**Run 1: register map, names as in the netlist**

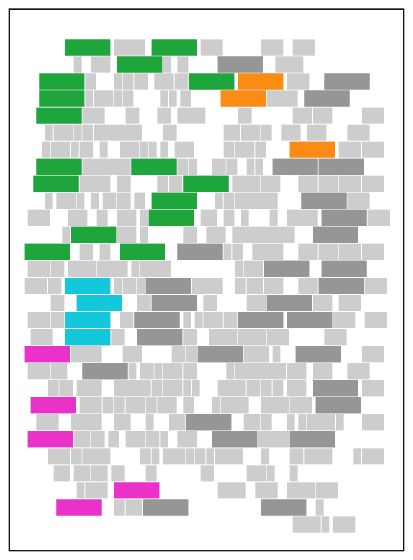
**Run 1: cells coloured by class**

Fill, decap, tap and diode cells in grey.
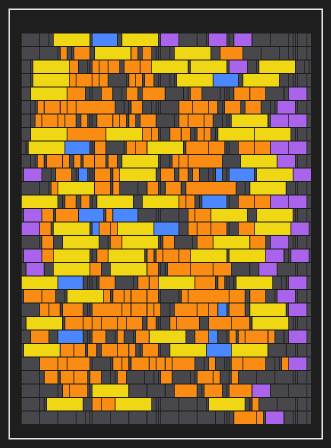
**Run 1: wiring by layer**

Bar = 20 um. Only two layers are drawn.
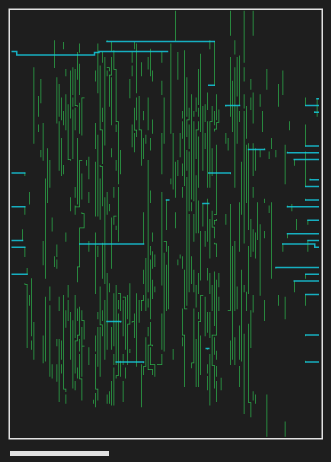
**Run 1: placement view**

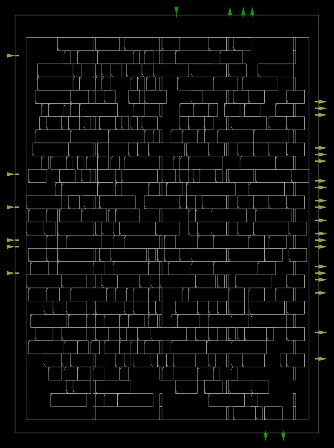
File: src/rtl/safe_pkg.sv
// Shared keypad/safe definitions: key codes, key map, scan states.
// Imported by the keypad scanner, the entry buffer and the safe FSM.
package safe_pkg;

    localparam logic [3:0] KEY_0    = 4'h0;
    localparam logic [3:0] KEY_1    = 4'h1;
    localparam logic [3:0] KEY_2    = 4'h2;
    localparam logic [3:0] KEY_3    = 4'h3;
    localparam logic [3:0] KEY_4    = 4'h4;
    localparam logic [3:0] KEY_5    = 4'h5;
    localparam logic [3:0] KEY_6    = 4'h6;
    localparam logic [3:0] KEY_7    = 4'h7;
    localparam logic [3:0] KEY_8    = 4'h8;
    localparam logic [3:0] KEY_9    = 4'h9;
    // A-D share one code: they are accepted but never change the entry
    localparam logic [3:0] KEY_LTR  = 4'hA;
    localparam logic [3:0] KEY_NONE = 4'hB;
    localparam logic [3:0] KEY_STAR = 4'hE;
    localparam logic [3:0] KEY_HASH = 4'hF;

    localparam logic [15:0] EMERGENCY_CODE = 16'h0119;

    typedef enum logic [1:0] {
        ST_SCAN,
        ST_PRESS_DB,
        ST_HELD,
        ST_REL_DB
    } scan_state_t;

    function automatic logic [3:0] key_lookup(
        input logic [1:0] row,
        input logic [1:0] col
    );
        logic [3:0] code;
        case ({row, col})
            4'h0: code = KEY_1;
            4'h1: code = KEY_2;
            4'h2: code = KEY_3;
            4'h4: code = KEY_4;
            4'h5: code = KEY_5;
            4'h6: code = KEY_6;
            4'h8: code = KEY_7;
            4'h9: code = KEY_8;
            4'hA: code = KEY_9;
            4'hC: code = KEY_STAR;
            4'hD: code = KEY_0;
            4'hE: code = KEY_HASH;
            4'h3, 4'h7, 4'hB, 4'hF: code = KEY_LTR;
            default: code = KEY_NONE;
        endcase
        return code;
    endfunction

    function automatic logic is_digit(input logic [3:0] code);
        return code <= KEY_9;
    endfunction

endpackage

File: src/rtl/keypad_entry_if.sv
// Keypad pins plus the entry-buffer interface towards the safe FSM.
// slave = keypad_entry, master = the side driving columns and clear.
interface keypad_entry_if;

    logic [3:0]  kp_col_n;
    logic        entry_clear;
    logic [3:0]  kp_row_n;
    logic [15:0] user_input_data;
    logic [2:0]  digit_count;
    logic        btn_input_done;
    logic        key_pulse;

    modport master (
        output kp_col_n,
        output entry_clear,
        input  kp_row_n,
        input  user_input_data,
        input  digit_count,
        input  btn_input_done,
        input  key_pulse
    );

    modport slave (
        input  kp_col_n,
        input  entry_clear,
        output kp_row_n,
        output user_input_data,
        output digit_count,
        output btn_input_done,
        output key_pulse
    );

endinterface

File: src/rtl/keypad_entry_scanner.sv
// Row scanner with column synchronizer, slot divider and debounce FSM.
// key_evt strobes on the accepting tick; key_code is valid with it.
module keypad_scanner
    import safe_pkg::*;
#(
    parameter int SCAN_DIV     = 50000,
    parameter int DEBOUNCE_CNT = 20
) (
    input  logic       clk,
    input  logic       rst_n,
    input  logic [3:0] kp_col_n,
    output logic [3:0] kp_row_n,
    output logic       key_evt,
    output logic [3:0] key_code
);

    localparam int DIV_W = $clog2(SCAN_DIV);
    localparam int CNT_W = $clog2(DEBOUNCE_CNT + 1);
    localparam logic [DIV_W-1:0] DIV_MAX  = DIV_W'(SCAN_DIV - 1);
    localparam logic [CNT_W-1:0] CNT_LAST = CNT_W'(DEBOUNCE_CNT - 1);
    localparam logic [CNT_W-1:0] CNT_ONE  = CNT_W'(1);

    logic [3:0]       col_s1;
    logic [3:0]       col_s2;
    logic [DIV_W-1:0] div_cnt;
    logic [CNT_W-1:0] cnt;
    logic [1:0]       row_idx;
    logic [1:0]       col_q;
    logic [1:0]       col_idx;
    logic             tick;
    logic             hit;
    logic             same;
    scan_state_t      state;

    assign tick = (div_cnt == DIV_MAX);

    // lowest-numbered low column wins
    always_comb begin
        hit     = ~&col_s2;
        col_idx = 2'd0;
        for (int c = 3; c >= 0; c--) begin
            if (!col_s2[c]) col_idx = 2'(c);
        end
    end

    assign same     = hit && (col_idx == col_q);
    assign key_evt  = tick && (state == ST_PRESS_DB)
                      && same && (cnt == CNT_LAST);
    assign key_code = key_lookup(row_idx, col_q);
    assign kp_row_n = ~(4'b0001 << row_idx);

    always_ff @(posedge clk) begin
        if (!rst_n) begin
            col_s1  <= 4'hF;
            col_s2  <= 4'hF;
            div_cnt <= '0;
            cnt     <= '0;
            row_idx <= 2'd0;
            col_q   <= 2'd0;
            state   <= ST_SCAN;
        end else begin
            col_s1  <= kp_col_n;
            col_s2  <= col_s1;
            div_cnt <= tick ? '0 : div_cnt + 1'b1;
            if (tick) begin
                unique case (state)
                    ST_SCAN: begin
                        if (hit) begin
                            col_q <= col_idx;
                            cnt   <= CNT_ONE;
                            state <= ST_PRESS_DB;
                        end else begin
                            row_idx <= row_idx + 2'd1;
                        end
                    end
                    ST_PRESS_DB: begin
                        if (!same) begin
                            cnt   <= '0;
                            state <= ST_SCAN;
                        end else if (cnt == CNT_LAST) begin
                            state <= ST_HELD;
                        end else begin
                            cnt <= cnt + 1'b1;
                        end
                    end
                    ST_HELD: begin
                        if (!hit) begin
                            cnt   <= CNT_ONE;
                            state <= ST_REL_DB;
                        end
                    end
                    ST_REL_DB: begin
                        if (hit) begin
                            state <= ST_HELD;
                        end else if (cnt == CNT_LAST) begin
                            cnt   <= '0;
                            state <= ST_SCAN;
                        end else begin
                            cnt <= cnt + 1'b1;
                        end
                    end
                    default: state <= ST_SCAN;
                endcase
            end
        end
    end

endmodule

File: src/rtl/keypad_entry.sv
// 4-digit BCD keypad entry feeding the safe FSM.
// KEYPAD_AUTOCLEAR_EN: clear the entry on the 2nd clk after done.
module keypad_entry
    import safe_pkg::*;
#(
    parameter int SCAN_DIV     = 50000,
    parameter int DEBOUNCE_CNT = 20
) (
    input logic           clk,
    input logic           rst_n,
    keypad_entry_if.slave bus
);

    logic        key_evt;
    logic [3:0]  key_code;
    logic [15:0] data;
    logic [2:0]  count;
    logic        done;
    logic        pulse;
`ifdef KEYPAD_AUTOCLEAR_EN
    logic        ac_pend;
`else
    logic        after_hash;
`endif

    keypad_scanner #(
        .SCAN_DIV     (SCAN_DIV),
        .DEBOUNCE_CNT (DEBOUNCE_CNT)
    ) u_scan (
        .clk      (clk),
        .rst_n    (rst_n),
        .kp_col_n (bus.kp_col_n),
        .kp_row_n (bus.kp_row_n),
        .key_evt  (key_evt),
        .key_code (key_code)
    );

    assign bus.user_input_data = data;
    assign bus.digit_count     = count;
    assign bus.btn_input_done  = done;
    assign bus.key_pulse       = pulse;

    always_ff @(posedge clk) begin
        if (!rst_n) begin
            data  <= '0;
            count <= '0;
            done  <= 1'b0;
            pulse <= 1'b0;
`ifdef KEYPAD_AUTOCLEAR_EN
            ac_pend <= 1'b0;
`else
            after_hash <= 1'b0;
`endif
        end else begin
            pulse <= key_evt;
            done  <= 1'b0;
`ifdef KEYPAD_AUTOCLEAR_EN
            ac_pend <= done;
`endif
            if (bus.entry_clear) begin
                data  <= '0;
                count <= '0;
`ifndef KEYPAD_AUTOCLEAR_EN
                after_hash <= 1'b0;
`endif
`ifdef KEYPAD_AUTOCLEAR_EN
            end else if (ac_pend) begin
                data  <= '0;
                count <= '0;
`endif
            end else if (key_evt) begin
                unique case (1'b1)
                    is_digit(key_code): begin
`ifndef KEYPAD_AUTOCLEAR_EN
                        // first digit after '#' starts a new entry
                        if (after_hash) begin
                            data       <= {12'h000, key_code};
                            count      <= 3'd1;
                            after_hash <= 1'b0;
                        end else
`endif
                        if (count < 3'd4) begin
                            data  <= {data[11:0], key_code};
                            count <= count + 3'd1;
                        end
                    end
                    key_code == KEY_STAR: begin
                        data  <= '0;
                        count <= '0;
`ifndef KEYPAD_AUTOCLEAR_EN
                        after_hash <= 1'b0;
`endif
                    end
                    key_code == KEY_HASH: begin
                        done <= 1'b1;
`ifndef KEYPAD_AUTOCLEAR_EN
                        after_hash <= 1'b1;
`endif
                    end
                    default: ;
                endcase
            end
        end
    end

endmodule

File: src/flat_wrapper.sv
// flat-port wrapper written by rule: the top's interface ports become plain ports
module keypad_entry_flat import safe_pkg::*;
#(
    parameter int SCAN_DIV     = 50000,
    parameter int DEBOUNCE_CNT = 20
)
  (clk, rst_n, bus_kp_col_n, bus_entry_clear, bus_kp_row_n, bus_user_input_data, bus_digit_count, bus_btn_input_done, bus_key_pulse);
  keypad_entry_if bus_i ();
  input logic clk;
  input logic rst_n;
  input wire logic [$bits(bus_i.kp_col_n)-1:0] bus_kp_col_n;
  input wire logic [$bits(bus_i.entry_clear)-1:0] bus_entry_clear;
  output wire logic [$bits(bus_i.kp_row_n)-1:0] bus_kp_row_n;
  output wire logic [$bits(bus_i.user_input_data)-1:0] bus_user_input_data;
  output wire logic [$bits(bus_i.digit_count)-1:0] bus_digit_count;
  output wire logic [$bits(bus_i.btn_input_done)-1:0] bus_btn_input_done;
  output wire logic [$bits(bus_i.key_pulse)-1:0] bus_key_pulse;
  assign bus_i.kp_col_n = bus_kp_col_n;
  assign bus_i.entry_clear = bus_entry_clear;
  assign bus_kp_row_n = bus_i.kp_row_n;
  assign bus_user_input_data = bus_i.user_input_data;
  assign bus_digit_count = bus_i.digit_count;
  assign bus_btn_input_done = bus_i.btn_input_done;
  assign bus_key_pulse = bus_i.key_pulse;
  keypad_entry #(.SCAN_DIV(SCAN_DIV), .DEBOUNCE_CNT(DEBOUNCE_CNT)) u_core (.clk(clk), .rst_n(rst_n), .bus(bus_i));
endmodule
File: config.mk
export PLATFORM = sky130hd
export DESIGN_NAME = keypad_entry_flat
export DESIGN_NICKNAME = d
export VERILOG_FILES = /design/src/rtl/safe_pkg.sv /design/src/rtl/keypad_entry_if.sv /design/src/rtl/keypad_entry_scanner.sv /design/src/rtl/keypad_entry.sv /design/src/flat_wrapper.sv
export SDC_FILE = /design/constraint.sdc
export NUM_CORES = 1
export LEC_CHECK = 0
export CAP_MARGIN = 20
export CORE_ASPECT_RATIO = 1.4
export CORE_MARGIN = 2
export CORE_UTILIZATION = 55
export CTS_CLUSTER_DIAMETER = 80
export DETAILED_ROUTE_END_ITERATION = 10
export PLACE_DENSITY_LB_ADDON = 0.25
export SYNTH_ARGS = -nofsm -noshare
export SYNTH_HDL_FRONTEND = slang
export SYNTH_HIERARCHICAL = 1
export SYNTH_SLANG_ARGS = --single-unit
File: constraint.sdc
create_clock -name clk -period 6.7 [get_ports clk]
set_clock_uncertainty 0.2 [all_clocks]
set_input_delay 1.34 -clock clk [delete_from_list [all_inputs] [get_ports clk]]
set_output_delay 1.34 -clock clk [all_outputs]
set_load 0.02 [all_outputs]
==> impl_metrics.py, run 1 <==
# Physical implementation metrics
metrics = {
    "outcome": {
        "outcome": "finished, final reports clean",
    },
    "timing": {
        "rsz0062_at_grt": "false",
        "setup_slack_ns": 3.07,
        "max_freq_mhz": 275,
        "tns_ns": 0,
        "slew_violations": 0,
        "post-route-min-period_ns": 3.63,
        "hold_viol_final": 0,
        "setup_viol_count_final": 0,
    },
    "critical_path": {
        "worstPathRequired_ns": 6.77,
    },
    "route": {
        "first_pass_iters": 4,
        "drtAntennaViolNets": 0,
        "drcViolationCount": 0,
        "vias_per_cell": 5.48,
    },
    "final_layout": {
        "layout.nets": 327,
        "drive_gt1_frac": 0.0900,
        "num-fill-cells": 374,
    },
    "synth": {
        "syn_nets": 293,
        "netlist_area_um2": 2660,
        "yosys.area.top_type_share": 0.430,
        "edf_count": 0,
        "ys_cells": 272,
        "largest_area_cell": "dfxtp_1",
        "synthFlopType": "dfxtp_1",
        "async_flop_share": 0,
        "syn_inst": 272,
    },
    "min_path": {
        "worstHoldPathType": "register to register",
    },
    "global_route": {
        "grt_pass1_wl_mm": 8.58,
    },
    "floorplan": {
        "die_area_um2": 5410,
        "fp_util": 0.576,
    },
    "pwr": {
        "peakVddDrop_v": 0.000218,
    },
    "job": {
        "warnings": 35,
    },
    "clock_tree": {
        "cts_resized": 0,
        "clk_latency_ns": 0.33,
        "h-tree-depth": 3,
        "cts_num_sinks": 57,
    },
    "place": {
        "gp_congestion": 0.787,
        "hpwl_mm": 3.40,
    },
}
About 'register map, names as in the netlist':
Cyan shows `u_core/u_scan/col_s1`, flops 4, where middle left. Magenta shows `u_core/u_scan/cnt`, flops 5, where lower left. Orange shows `u_core/bus.digit_count`, flops 3. Green shows `u_core/u_scan/div_cnt`, flops 16.
Seq power: 0.346 mW
post-layout util: 0.689
Reg area: 1140 um^2
flop share of the area: 0.359

About 'cells coloured by class':
Purple shows remaining buffers and delay cells, cells 31, share of their area 10%. Orange shows remaining logic cells, cells 207, share of their area 48%. Blue shows clock drivers and dummy loads, cells 16, share of their area 5.6%. Yellow shows sequential cells, cells 57, share of their area 37%.
row cnt: 29
Design Area, Final: 3180 um^2
placeable core area: 4610 um^2

About 'wiring by layer':
Green shows M2, wire length 2410 um. Cyan shows M3, wire length 173 um.
wire length per cell: 12.7 um
GRT Total Usage: 0.201
WL final: 4.74 mm
vias: 2044

About 'placement view':
Flops: 57
number of well taps: 62

-- run 1: sequential cells by signal (all words and copies together) (netlist names) --
register,count
u_core/u_scan/state,2
u_core/u_scan/row_idx,2
u_core/u_scan/col_s2,4
u_core/bus.btn_input_done,1
u_core/after_hash,1
u_core/u_scan/div_cnt,16
u_core/bus.digit_count,3
u_core/u_scan/cnt,5
u_core/u_scan/col_s1,4
u_core/u_scan/col_q,2
u_core/bus.key_pulse,1
u_core/bus.user_input_data,16
-- run 1: routing by layer --
layer	part of all wire	vias to the layer above	routed length, um	GRT usage
li1	-	1048	-	-
met1	0.44	948	2070	0.227
met5	0	-	0	0
met4	0.017	0	82	0.0949
met3	0.036	6	172	0.0623
met2	0.51	42	2410	0.346
-- run 1: logic make-up after synthesis --
| family | share of synthesized area |
|---|---|
| flip-flops | 0.430 |
| AND/OR/NAND/NOR | 0.224 |
| AND-OR/OR-AND | 0.176 |
| multiplexers | 0.0278 |
| XOR/XNOR | 0.0396 |
| adder cells (fa/ha/maj) | 0.0659 |
| buffers and inverters | 0.0372 |
-- run 1: stage by stage --
stage	area (um^2)	power [mW]
finish	3180	0.641
detailed placement	3000	0.372
floorplan	2660	0.365
global placement	3000	0.371
CTS	3180	0.649
global route	3180	0.668
-- run 1: layout make-up --
| cell class | instances | area (um^2) | share of cell area |
|---|---|---|---|
| multi-input cells | 192 | 1420 | 0.446 |
| flip-flops and latches | 57 | 1140 | 0.359 |
| repair buffers | 31 | 310 | 0.0977 |
| clock buffers | 13 | 159 | 0.0500 |
| well taps | 62 | 77.6 | 0.0244 |
| inverters | 15 | 56.3 | 0.0177 |
| clock inverters | 3 | 15.0 | 0.00473 |
-- run 1: path summary, 6_finish.rpt --
| path | start | end | slack (ns) | depth (start not counted) |
|---|---|---|---|---|
| min reg2reg | u_core/u_scan/col_s1[0] | u_core/u_scan/col_s2[0] | 0.21 | 1 |
| max reg2reg | u_core/u_scan/cnt[0] | u_core/bus.user_input_data[7] | 3.51 | 8 |
| min | u_core/u_scan/col_s1[0] | u_core/u_scan/col_s2[0] | 0.21 | 1 |
| max | rst_n | u_core/bus.user_input_data[7] | 3.07 | 5 |
-- run 1: layout by cell type (no fill, tap or decap), drive strengths merged, types with 2 or more instances in the layout --
master         count
nand3              6
a211oi             2
nor3b              4
dfxtp             57
xor2               7
ha                14
nand2b            12
clkbuf            13
o21a               4
nor2              22
nand4              6
xnor2              5
clkinv             5
or3                3
a31oi              2
a22o              17
inv               13
and2               2
nor3               7
nor2b              2
a211o              2
mux2i              4
o21ai              9
a32o               3
a2111oi            2
clkdlybuf4s50     31
and2b              2
o22ai              2
and3               7
a21oi             12
nand2             17
-- run 1: critical path, cell delays in order --
cell	delay [ns]
clkdlybuf4s50_1	0.86
nand2b_1	0.29
a2111oi_4	0.46
nor3b_4	0.54
a22o_1	0.20
-- run 1: power groups by stage --
stage,Clock (mW),Combinational (mW),Sequential [mW]
2_1_floorplan,0,0.0124,0.352
3_3_place_gp,0,0.0184,0.353
3_5_place_dp,0,0.0188,0.353
4_1_cts,0.284,0.0188,0.346
5_1_grt,0.301,0.0214,0.346
6_report,0.277,0.0185,0.346
**Run 1: wire density map**

Bar = 20 um. The die is cut into 13 by 17 equal tiles; black is low, pale yellow is high, scaled to the fullest tile. Values are wire area over tile area, all layers added.
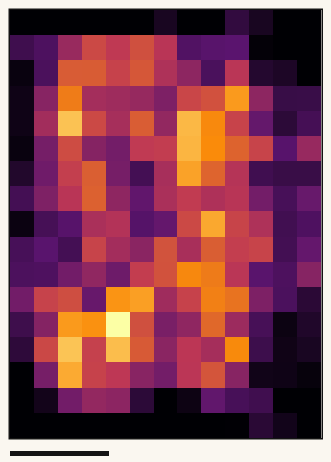

==> run 2: changes to the inputs <==
clock period = 3.7 ns   (was 6.7 ns; I/O delays follow)
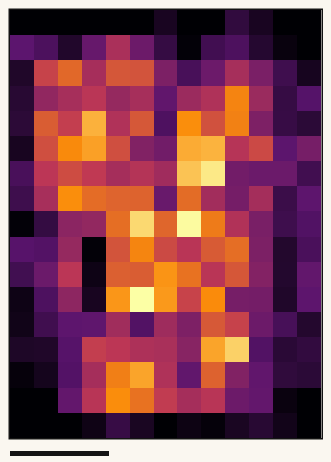
**Above:** run 2 (wire density map).
Bar = 20 um. The die is cut into 13 by 17 equal tiles; black is low, pale yellow is high, scaled to the fullest tile. Values are wire area over tile area, all layers added.
The fullest tile reaches 0.41. The mean over all tiles is 0.14. The densest ninth of the die: centre. 27% of the tiles are over half the peak. The emptiest ninth of the die: lower left.
GRT Total Usage: 0.205
WL final: 4.91 mm

==> impl_metrics.py, run 2 <==
# Physical implementation metrics
metrics = {
    "synth": {
        "synthTopLogicFamily": "simple AND/OR/NAND/NOR gates",
        "yosys.area.top_type_share": 0.430,
        "syn_nets": 293,
        "synth-compound-area-share": 0.176,
        "synthMuxAreaShare": 0.0278,
        "async_flop_share": 0,
        "edf_count": 0,
        "xor_area_frac": 0.0396,
        "largest_area_cell": "dfxtp_1",
        "simple_gate_share": 0.224,
        "synthFlopType": "dfxtp_1",
        "ys_sh_adder": 0.0659,
        "ys_cells": 272,
        "netlist_area_um2": 2660,
    },
    "route": {
        "vias_per_cell": 5.58,
        "drtAntennaViolNets": 0,
        "drcViolationCount": 0,
        "vias": 2088,
    },
    "timing": {
        "slew_violations": 0,
        "setup_viol_count_final": 0,
        "hold_viol_final": 0,
        "tns_ns": 0,
        "rsz0062_at_grt": "false",
        "setup_slack_ns": 0.526,
        "max_freq_mhz": 315,
    },
    "place": {
        "hpwl_mm": 3.48,
        "gp_congestion": 0.810,
    },
    "final_layout": {
        "drive_gt1_frac": 0.0994,
        "fin_util": 0.702,
        "final_common_cell": "dfxtp_1",
        "lay_top_cells": "57 x dfxtp_1, 31 x clkdlybuf4s50_1, 22 x nor2_1, 17 x nand2_1, 17 x a22o_1",
    },
    "job": {
        "warnings": 35,
    },
    "global_route": {
        "top_usage_layer": "met2",
        "grt_pass1_wl_mm": 8.67,
        "grt.met3_usage": 0.0571,
        "use_met2": 0.349,
        "use_met1": 0.229,
    },
    "critical_path": {
        "cpPeakStageDelay_ns": 0.54,
        "worstPathRequired_ns": 3.79,
        "crit_family": "simple AND/OR/NAND/NOR gates",
        "crit_buf_inv": 1,
        "crit_chain": "ha_1 > nand4bb_1 > nor3_1 > and3_1 > inv_2 > a2111oi_4 > nor3b_4 > a22o_1",
    },
    "clock_tree": {
        "cts_num_sinks": 57,
        "clk_latency_ns": 0.35,
        "h-tree-depth": 3,
    },
    "floorplan": {
        "fp_util": 0.576,
        "core_um2": 4610,
        "row_count": 29,
        "die_area_um2": 5410,
    },
    "outcome": {
        "outcome": "finished, final reports clean",
    },
    "min_path": {
        "worstHoldPathType": "register to register",
    },
    "pwr": {
        "power_mw": 1.31,
    },
}
## run 2: cells by family after synthesis
logic type / Yosys count
AOI/OAI and AO/OA: 60
xor gates and xnor gates: 12
and+or+nand+nor: 100
adders and majority gates: 14
muxes: 6
buffers and inverters: 23
DFF: 57
## run 2: final timing paths
check                               start                        endpoint  slack, ns  depth (start not counted)
hold / removal    u_core/u_scan/col_s1[3]         u_core/u_scan/col_s2[3]       0.21                          1
setup reg to reg     u_core/u_scan/cnt[0]  u_core/bus.user_input_data[10]       0.53                          8
setup / recovery     u_core/u_scan/cnt[0]  u_core/bus.user_input_data[10]       0.53                          8
hold reg to reg   u_core/u_scan/col_s1[3]         u_core/u_scan/col_s2[3]       0.21                          1
## run 2: per-layer routing
metal | wire (um) | share of wire
met5 | 0 | 0
met4 | 121 | 0.025
met3 | 189 | 0.038
met2 | 2510 | 0.51
met1 | 2090 | 0.43
## run 2: layout make-up
class / count / area, um^2
clock buffers: 9 / 124
repair buffers: 32 / 318
multi-input cells: 192 / 1420
inverters: 15 / 56.3
clock inverters: 7 / 104
fillers: 375 / 1370
well taps: 62 / 77.6
flip-flops and latches: 57 / 1140
## run 2: worst reg2reg max path: stages (launching register included)
cell and delay [ns]:
dfxtp_1 0.37, ha_1 0.22, nand4bb_1 0.15, nor3_1 0.42, and3_1 0.45, inv_2 0.11
a2111oi_4 0.47, nor3b_4 0.54, a22o_1 0.21
## run 2: power by group through the flow
stage | clock network, mW | registers [mW] | logic (mW)
floorplan | 0 | 0.638 | 0.0224
global placement | 0 | 0.639 | 0.0348
detailed placement | 0 | 0.639 | 0.0353
CTS | 0.668 | 0.625 | 0.0357
global route | 0.696 | 0.626 | 0.0404
finish | 0.653 | 0.625 | 0.0352
## run 2: through the flow
| stage | hold slack [ns] | instance area, um^2 |
|---|---|---|
| after floorplan | 0.186 | 2660 |
| after global routing | 0.232 | 3240 |
| after CTS | 0.207 | 3240 |
| final | 0.208 | 3240 |
| after global placement | 0.190 | 3010 |
| after detailed placement | 0.192 | 3010 |
Power is estimated from default activity; no workload was simulated.
